[src/rtl/character_move_scheduler_pkg.sv]
// Shared constants for the character move scheduler: maze size, direction codes,
// FSM state codes and spawn tiles.
package character_move_scheduler_pkg;

    localparam int unsigned DEF_TILE_COLS = 28;
    localparam int unsigned DEF_TILE_ROWS = 31;
    localparam int unsigned DEF_COL_W     = 5;
    localparam int unsigned DEF_ROW_W     = 5;

    localparam logic [1:0] DIR_UP    = 2'd0;
    localparam logic [1:0] DIR_LEFT  = 2'd1;
    localparam logic [1:0] DIR_DOWN  = 2'd2;
    localparam logic [1:0] DIR_RIGHT = 2'd3;

    localparam logic [1:0] ST_IDLE    = 2'd0;
    localparam logic [1:0] ST_REQ     = 2'd1;
    localparam logic [1:0] ST_CHECK   = 2'd2;
    localparam logic [1:0] ST_COLLIDE = 2'd3;

    localparam int unsigned NUM_GHOSTS       = 4;
    localparam int unsigned PLAYER_SPAWN_COL = 13;
    localparam int unsigned PLAYER_SPAWN_ROW = 23;
    localparam int unsigned GHOST_SPAWN_COL [4] = '{13, 11, 13, 15};
    localparam int unsigned GHOST_SPAWN_ROW [4] = '{11, 14, 14, 14};

endpackage

[src/rtl/character_move_scheduler_tile_step_calc.sv]
// Combinational one-tile step: horizontal moves wrap through the tunnel, vertical
// moves off the maze edge are flagged out of bounds and leave the tile unchanged.
module tile_step_calc
    import character_move_scheduler_pkg::*;
#(
    parameter int unsigned TILE_COLS = DEF_TILE_COLS,
    parameter int unsigned TILE_ROWS = DEF_TILE_ROWS,
    parameter int unsigned COL_W     = DEF_COL_W,
    parameter int unsigned ROW_W     = DEF_ROW_W
) (
    input  logic [COL_W-1:0] col_i,
    input  logic [ROW_W-1:0] row_i,
    input  logic [1:0]       dir_i,
    output logic [COL_W-1:0] next_col_o,
    output logic [ROW_W-1:0] next_row_o,
    output logic             oob_o
);

    localparam logic [COL_W-1:0] LastCol = COL_W'(TILE_COLS - 1);
    localparam logic [ROW_W-1:0] LastRow = ROW_W'(TILE_ROWS - 1);

    always_comb begin
        next_col_o = col_i;
        next_row_o = row_i;
        oob_o      = 1'b0;
        unique case (dir_i)
            DIR_UP: begin
                if (row_i == '0) oob_o = 1'b1;
                else             next_row_o = row_i - 1'b1;
            end
            DIR_LEFT: next_col_o = (col_i == '0) ? LastCol : col_i - 1'b1;
            DIR_DOWN: begin
                if (row_i == LastRow) oob_o = 1'b1;
                else                  next_row_o = row_i + 1'b1;
            end
            default: next_col_o = (col_i == LastCol) ? '0 : col_i + 1'b1;
        endcase
    end

endmodule

[src/rtl/character_move_scheduler.sv]
// Per-tick movement sweep for player and four ghosts over one shared wall-map read port,
// with buffered player turns, tunnel wrap and end-of-sweep collision detection.
module character_move_scheduler
    import character_move_scheduler_pkg::*;
#(
    parameter int unsigned TILE_COLS = DEF_TILE_COLS,
    parameter int unsigned TILE_ROWS = DEF_TILE_ROWS,
    parameter int unsigned COL_W     = DEF_COL_W,
    parameter int unsigned ROW_W     = DEF_ROW_W
) (
    input  logic               clk_i,
    input  logic               rst_ni,
    input  logic               step_i,
    input  logic               enable_i,
    input  logic               player_req_valid_i,
    input  logic [1:0]         player_req_dir_i,
    input  logic [7:0]         ghost_dir_i,
    output logic               wall_rd_o,
    output logic [COL_W-1:0]   wall_col_o,
    output logic [ROW_W-1:0]   wall_row_o,
    input  logic               wall_is_wall_i,
    output logic [COL_W-1:0]   player_col_o,
    output logic [ROW_W-1:0]   player_row_o,
    output logic [1:0]         player_dir_o,
    output logic [4*COL_W-1:0] ghost_col_o,
    output logic [4*ROW_W-1:0] ghost_row_o,
    output logic [3:0]         ghost_blocked_o,
    output logic               busy_o,
    output logic               done_o,
    output logic               collision_o,
    output logic               overrun_o
);

    logic [1:0]       state_q, state_d;
    logic [2:0]       idx_q, idx_d;
    logic             retry_q, retry_d;
    logic [1:0]       try_dir_q, try_dir_d;
    logic [COL_W-1:0] tgt_col_q, tgt_col_d;
    logic [ROW_W-1:0] tgt_row_q, tgt_row_d;
    logic             oob_q, oob_d;
    logic             wall_rd_q, wall_rd_d;
    logic [COL_W-1:0] player_col_q, player_col_d;
    logic [ROW_W-1:0] player_row_q, player_row_d;
    logic [1:0]       player_dir_q, player_dir_d;
    logic             pend_valid_q, pend_valid_d;
    logic [1:0]       pend_dir_q, pend_dir_d;
    logic [COL_W-1:0] ghost_col_q [4];
    logic [COL_W-1:0] ghost_col_d [4];
    logic [ROW_W-1:0] ghost_row_q [4];
    logic [ROW_W-1:0] ghost_row_d [4];
    logic [1:0]       ghost_dir_q [4];
    logic [1:0]       ghost_dir_d [4];
    logic [3:0]       ghost_blocked_q, ghost_blocked_d;
    logic             done_q, done_d;
    logic             collision_q, collision_d;

    logic             blocked, load, sel_retry;
    logic [2:0]       sel_idx;
    logic [1:0]       sel_dir, sel_gi, cur_gi;
    logic [COL_W-1:0] sel_col, calc_col;
    logic [ROW_W-1:0] sel_row, calc_row;
    logic             calc_oob;

    // done_q keeps busy high through the done cycle so a step there counts as overrun.
    assign busy_o    = (state_q != ST_IDLE) || done_q;
    assign overrun_o = step_i && busy_o;
    assign blocked   = oob_q || wall_is_wall_i;
    assign cur_gi    = 2'(idx_q - 3'd1);

    // Decide whether a new lookup is issued this cycle, and for whom.
    always_comb begin
        load      = 1'b0;
        sel_idx   = 3'd0;
        sel_dir   = player_dir_q;
        sel_retry = 1'b0;
        if (state_q == ST_IDLE) begin
            if (step_i && enable_i && !busy_o) begin
                load    = 1'b1;
                sel_dir = pend_valid_q ? pend_dir_q : player_dir_q;
            end
        end else if (state_q == ST_CHECK) begin
            if (idx_q == 3'd0 && !retry_q && blocked && try_dir_q != player_dir_q) begin
                load      = 1'b1;
                sel_retry = 1'b1;
            end else if (idx_q != 3'd4) begin
                load    = 1'b1;
                sel_idx = idx_q + 3'd1;
                sel_dir = ghost_dir_i[{idx_q[1:0], 1'b0} +: 2];
            end
        end
    end

    assign sel_gi  = 2'(sel_idx - 3'd1);
    assign sel_col = (sel_idx == 3'd0) ? player_col_q : ghost_col_q[sel_gi];
    assign sel_row = (sel_idx == 3'd0) ? player_row_q : ghost_row_q[sel_gi];

    tile_step_calc #(
        .TILE_COLS (TILE_COLS),
        .TILE_ROWS (TILE_ROWS),
        .COL_W     (COL_W),
        .ROW_W     (ROW_W)
    ) u_step (
        .col_i      (sel_col),
        .row_i      (sel_row),
        .dir_i      (sel_dir),
        .next_col_o (calc_col),
        .next_row_o (calc_row),
        .oob_o      (calc_oob)
    );

    always_comb begin
        state_d         = state_q;
        idx_d           = idx_q;
        retry_d         = retry_q;
        try_dir_d       = try_dir_q;
        tgt_col_d       = tgt_col_q;
        tgt_row_d       = tgt_row_q;
        oob_d           = oob_q;
        wall_rd_d       = 1'b0;
        done_d          = 1'b0;
        collision_d     = 1'b0;
        player_col_d    = player_col_q;
        player_row_d    = player_row_q;
        player_dir_d    = player_dir_q;
        pend_valid_d    = pend_valid_q;
        pend_dir_d      = pend_dir_q;
        ghost_col_d     = ghost_col_q;
        ghost_row_d     = ghost_row_q;
        ghost_dir_d     = ghost_dir_q;
        ghost_blocked_d = ghost_blocked_q;

        unique case (state_q)
            ST_REQ: state_d = ST_CHECK;
            ST_CHECK: begin
                if (idx_q == 3'd0) begin
                    if (!blocked) begin
                        player_col_d = tgt_col_q;
                        player_row_d = tgt_row_q;
                        player_dir_d = try_dir_q;
                        if (pend_valid_q && pend_dir_q == try_dir_q) pend_valid_d = 1'b0;
                    end
                end else begin
                    if (!blocked) begin
                        ghost_col_d[cur_gi] = tgt_col_q;
                        ghost_row_d[cur_gi] = tgt_row_q;
                        ghost_dir_d[cur_gi] = try_dir_q;
                    end
                    ghost_blocked_d[cur_gi] = blocked;
                end
                if (!load) state_d = ST_COLLIDE;
            end
            ST_COLLIDE: begin
                state_d = ST_IDLE;
                done_d  = 1'b1;
                for (int i = 0; i < 4; i++) begin
                    if (ghost_col_q[i] == player_col_q && ghost_row_q[i] == player_row_q) begin
                        collision_d = 1'b1;
                    end
                end
            end
            default: ;
        endcase

        if (load) begin
            state_d   = ST_REQ;
            idx_d     = sel_idx;
            retry_d   = sel_retry;
            try_dir_d = sel_dir;
            tgt_col_d = calc_col;
            tgt_row_d = calc_row;
            oob_d     = calc_oob;
            wall_rd_d = !calc_oob;
        end

        // A request landing in the same cycle as a clear must survive.
        if (player_req_valid_i) begin
            pend_valid_d = 1'b1;
            pend_dir_d   = player_req_dir_i;
        end
    end

    always_ff @(posedge clk_i or negedge rst_ni) begin
        if (!rst_ni) begin
            state_q         <= ST_IDLE;
            idx_q           <= 3'd0;
            retry_q         <= 1'b0;
            try_dir_q       <= DIR_UP;
            tgt_col_q       <= '0;
            tgt_row_q       <= '0;
            oob_q           <= 1'b0;
            wall_rd_q       <= 1'b0;
            player_col_q    <= COL_W'(PLAYER_SPAWN_COL);
            player_row_q    <= ROW_W'(PLAYER_SPAWN_ROW);
            player_dir_q    <= DIR_LEFT;
            pend_valid_q    <= 1'b0;
            pend_dir_q      <= DIR_UP;
            for (int i = 0; i < 4; i++) begin
                ghost_col_q[i] <= COL_W'(GHOST_SPAWN_COL[i]);
                ghost_row_q[i] <= ROW_W'(GHOST_SPAWN_ROW[i]);
                ghost_dir_q[i] <= DIR_UP;
            end
            ghost_blocked_q <= 4'b0000;
            done_q          <= 1'b0;
            collision_q     <= 1'b0;
        end else begin
            state_q         <= state_d;
            idx_q           <= idx_d;
            retry_q         <= retry_d;
            try_dir_q       <= try_dir_d;
            tgt_col_q       <= tgt_col_d;
            tgt_row_q       <= tgt_row_d;
            oob_q           <= oob_d;
            wall_rd_q       <= wall_rd_d;
            player_col_q    <= player_col_d;
            player_row_q    <= player_row_d;
            player_dir_q    <= player_dir_d;
            pend_valid_q    <= pend_valid_d;
            pend_dir_q      <= pend_dir_d;
            ghost_col_q     <= ghost_col_d;
            ghost_row_q     <= ghost_row_d;
            ghost_dir_q     <= ghost_dir_d;
            ghost_blocked_q <= ghost_blocked_d;
            done_q          <= done_d;
            collision_q     <= collision_d;
        end
    end

    assign wall_rd_o       = wall_rd_q;
    assign wall_col_o      = tgt_col_q;
    assign wall_row_o      = tgt_row_q;
    assign player_col_o    = player_col_q;
    assign player_row_o    = player_row_q;
    assign player_dir_o    = player_dir_q;
    assign ghost_blocked_o = ghost_blocked_q;
    assign done_o          = done_q;
    assign collision_o     = collision_q;

    always_comb begin
        ghost_col_o = '0;
        ghost_row_o = '0;
        for (int i = 0; i < 4; i++) begin
            ghost_col_o[i*COL_W +: COL_W] = ghost_col_q[i];
            ghost_row_o[i*ROW_W +: ROW_W] = ghost_row_q[i];
        end
    end

endmodule

[config.mk]
export PLATFORM = sky130hd
export DESIGN_NAME = character_move_scheduler
export DESIGN_NICKNAME = d
export VERILOG_FILES = /design/src/rtl/character_move_scheduler_pkg.sv /design/src/rtl/character_move_scheduler_tile_step_calc.sv /design/src/rtl/character_move_scheduler.sv
export SDC_FILE = /design/constraint.sdc
export NUM_CORES = 1
export LEC_CHECK = 0
export ABC_AREA = 1
export CORE_ASPECT_RATIO = 1.1
export CORE_MARGIN = 10
export CORE_UTILIZATION = 40
export DETAILED_ROUTE_END_ITERATION = 7
export DONT_BUFFER_PORTS = 1
export HOLD_SLACK_MARGIN = 0.03
export PLACE_DENSITY_LB_ADDON = 0.12
export SYNTH_ARGS = -nofsm -noshare
export SYNTH_HDL_FRONTEND = slang
export SYNTH_SLANG_ARGS = --single-unit
[constraint.sdc]
create_clock -name clk_i -period 5.5 [get_ports clk_i]
set_input_delay 1.1 -clock clk_i [delete_from_list [all_inputs] [get_ports clk_i]]
set_output_delay 1.1 -clock clk_i [all_outputs]
set_load 0.02 [all_outputs]
Fig. 1: sequential cells grouped by signal name
Bar = 50 µm. Other sequential cells in the stronger gray, the rest of the logic in the fainter gray.
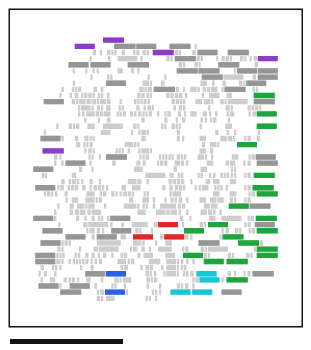
[red] `idx_q` | placed flops: 3
[green] `ghost_row_o` | placed flops: 20
[purple] `player_col_o` | placed flops: 5
[cyan] `ghost_blocked_o` | placed flops: 4
[blue] `state_q` | placed flops: 2
share of the final layout cell area in sequential cells: 37.1%
combined flip-flop and latch cell area: 2070 µm²

Fig. 2: congestion heat map
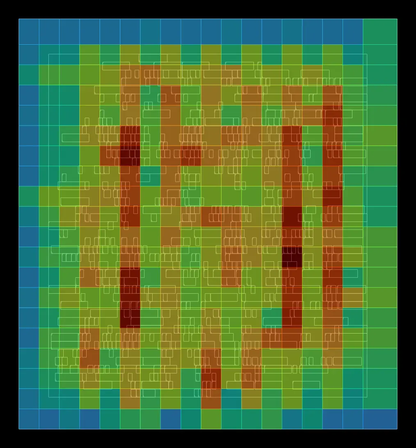
Overall Global Routing Usage: 18.2%
routed wire length per instance: 18.9 µm
GRT busiest layer: met2

Fig. 3: signal wires by layer
Only two layers are drawn.
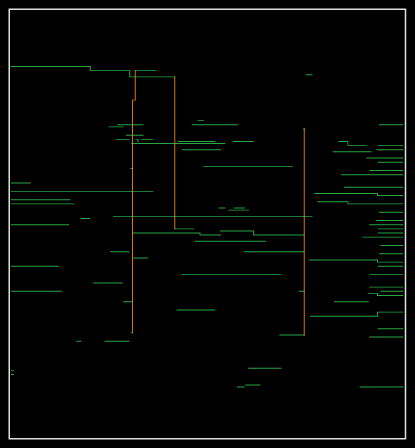
[orange] metal 4 | wire length: 204 µm
[green] metal 3 | wire length: 1030 µm
final wirelength: 16.1 mm
total via count in the routed design: 4534

Fig. 4: met4 routing
Bar = 50 µm.
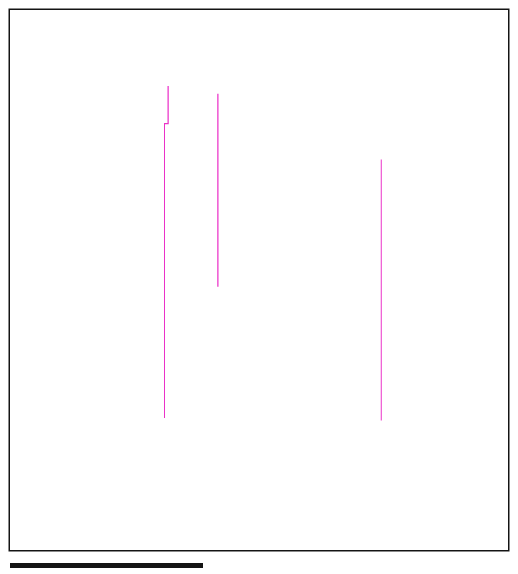
longest straight run: 76.1 µm
nets with wire on the layer: 2
main direction: vertical
share of all routed wire: 1.3%

Fig. 5: gate-type map
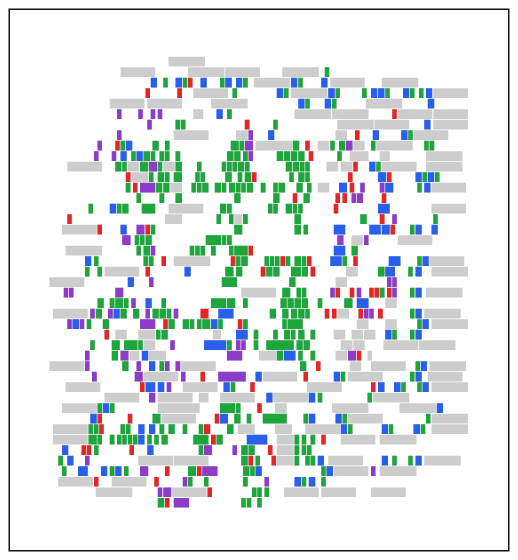
[blue] aoi and oai cells | cells: 102 | where: spread over the die
[purple] nor cells | cells: 72
[green] nand cells | cells: 310
[red] inv cells | cells: 75
most frequent logic cell in the layout: sky130_fd_sc_hd__nand2_1
combinational share of cell area: 48.6%

[worst paths after layout]
path | end | slack [ns]
worst max-delay path | wall_col_o[2] | 1.42
worst min-delay path | collision_o | 0.44
worst max register to register | wall_col_o[2] | 1.42
worst min register to register | pend_valid_q | 0.54
max in group asynchronous | ghost_col_o[10] | 4.86
min in group clk_i | pend_valid_q | 0.54
[logic make-up after synthesis]
group / share of synthesized area [%]
adder cells (fa/ha/maj): 2.40
AND/OR/NAND/NOR: 33.9
XOR/XNOR: 4.19
buffers and inverters: 8.55
flip-flops: 39.6
AND-OR/OR-AND: 11.4
[synth_stat cells, types with 5 or more instances]
library cell               instances
sky130_fd_sc_hd__o22ai_1           5
sky130_fd_sc_hd__dfrtp_1          48
sky130_fd_sc_hd__xnor2_1           7
sky130_fd_sc_hd__nand2_4           6
sky130_fd_sc_hd__nand2_2           7
sky130_fd_sc_hd__o21ai_0          69
sky130_fd_sc_hd__nand4_1           7
sky130_fd_sc_hd__ha_1             10
sky130_fd_sc_hd__inv_2             5
sky130_fd_sc_hd__clkbuf_1         21
sky130_fd_sc_hd__nor2_2            9
sky130_fd_sc_hd__inv_1            67
sky130_fd_sc_hd__nor2_1           51
sky130_fd_sc_hd__nand3_1          84
sky130_fd_sc_hd__nor2_4            5
sky130_fd_sc_hd__a21oi_1           9
sky130_fd_sc_hd__xor2_1           18
sky130_fd_sc_hd__nand2_1         200
sky130_fd_sc_hd__dfstp_2          33
[critical path: cells and delay by family (launching register included)]
family	cells	cell delay, ns
and+or+nand+nor	12	1.50
adders and majority gates	3	1.16
buffers and inverters	3	0.59
DFF	1	0.58
AOI/OAI and AO/OA	1	0.12
==> impl_report.txt <==
PHYSICAL IMPLEMENTATION REPORT
----------------------------------------------------
[Detailed routing]
  First-pass DRT Iterations ........................ 7
  DR WL met3 ........................ between 1 and 1.5 mm
  Number of DRC violations after detailed routing ........................ 0
  Top Layer Used ........................ met4
  Final antenna-violating net count ........................ 0
  Wire length on met2 ........................ 7.33 mm
  Vias per inst ........................ 5.32

[Floorplan]
  # IOs ........................ 87
  Die boundary height ........................ 140 µm
  Die boundary width ........................ 129 µm
  Die ar. ........................ 18000 µm²
  Initial standard-cell utilization of the core ........................ 41.1%
  Area of the core ........................ 12700 µm²
  # rows ........................ roughly 43

[Worst setup path]
  Crit path DRT ........................ 5.74 ns
  Critical path cell sequence ........................ inv_1 -> ha_1 -> nand2_1 -> nand2_4 -> nor2_8 -> nand2_4 -> ha_1 -> inv_1 -> nand3_1 -> nand3_1 -> nand2_1 -> ha_1 -> nand3_1 -> nor2_2 -> nor2_4 -> nand2_1 -> nand2_1 -> o21ai_1 -> inv_1
  Critical path startpoint ........................ idx_q[0]
  Max stage delay on crit path ........................ 0.64 ns
  Biggest fanout along the worst timing path ........................ 23
  WS Path Type ........................ register to register
  Cell seen most often among critical-path stages ........................ sky130_fd_sc_hd__nand2_1
  Reg2reg path depth ........................ 19
  Critical path data arrival time ........................ 4.32 ns

[Clock tree]
  CTS Hold Buffers Added ........................ 0
  Maximum root-to-sink buffer count ........................ 2
  CTS root buffer ........................ sky130_fd_sc_hd__clkbuf_16
  Count of clock tree sinks ........................ ~80
  H-Tree Level Count ........................ 3
  Total clock buffers created by CTS ........................ 9
  Late-Pin Clk Latency ........................ between 0.3 and 0.4 ns

[Final timing]
  Worst-case headroom to the max-slew limit ........................ 26.5%
  Worst slack on hold paths ........................ roughly 0.44 ns
  Count of final max-slew check failures ........................ 0
  Setup ws final ........................ between 1 and 1.5 ns
  Setup repair after global routing missed its margin ........................ false
  Finish-stage setup viols ........................ 0
  Clk_skew ........................ 0.00998 ns

[Global route]
  Met1 routing resource usage after global routing ........................ 24.6%
  First-pass GRT wire length ........................ 25.5 mm
  Initial antenna violation count ........................ 0
  Vias in the first global route ........................ 4329
  Met3 Usage GRT ........................ under 10%
  Maximum number of pins on one net before global-route repair ........................ 82
  Met2 usage in global routing ........................ 27.8%

[Placed design]
  Final Wtd Congestion ........................ 0.872
  Post-placement setup slack ........................ 1.35 ns
  Half-perimeter wire length of the detailed placement result ........................ 12.2 mm
  I/O Buffers ........................ 0

[Layout]
  Total number of sequential cells ........................ 81
  Combinational cell area excluding buffers and inverters ........................ 2710 µm²
  Most frequent cells in the layout ........................ sky130_fd_sc_hd__nand2_1 (200), sky130_fd_sc_hd__nand3_1 (84), sky130_fd_sc_hd__o21ai_0 (69), sky130_fd_sc_hd__inv_1 (67), sky130_fd_sc_hd__nor2_1 (51)
  Layout filler cell count ........................ 1305
  Final Instance Count excl. Fillers ........................ 852
  Final design utilization ........................ 43.9%
  Share of final layout cell area taken by clock buffers and inverters ........................ approximately 5.5%
  Number of clock buffer instances in the layout ........................ 11
  Area of all placed cells without fillers ........................ 5570 µm²
  Combinational Gates ........................ 522
  Most area-hungry cell class in the final design ........................ multi-input combinational cells
  Diode insertion count for antenna repair ........................ 0
  Number of ordinary and repair buffers in the finished layout ........................ 1

[Logic synthesis]
  Post-synthesis cell count ........................ just over 700
  FFs w/ async S/R, synth ........................ 100%
  Synth flops ........................ 81
  Number of distinct library cells after synthesis ........................ about 46
  Leading area contributor after synthesis ........................ sky130_fd_sc_hd__dfrtp_1
  Most used DFF post-synth ........................ sky130_fd_sc_hd__dfrtp_1
  Warning count from the yosys run ........................ 0
  Register area share after synthesis ........................ between 30% and 40%
  Mean instance size in the synthesized netlist ........................ 7.37 µm²
  Number of flops mapped to enable cells by yosys ........................ 0

[Status]
  Result of the run ........................ completed

[Worst hold path]
  Min-delay worst type ........................ primary input to async pin

[Flow run]
  Warning total across the stage logs ........................ 32

----------------------------------------------------
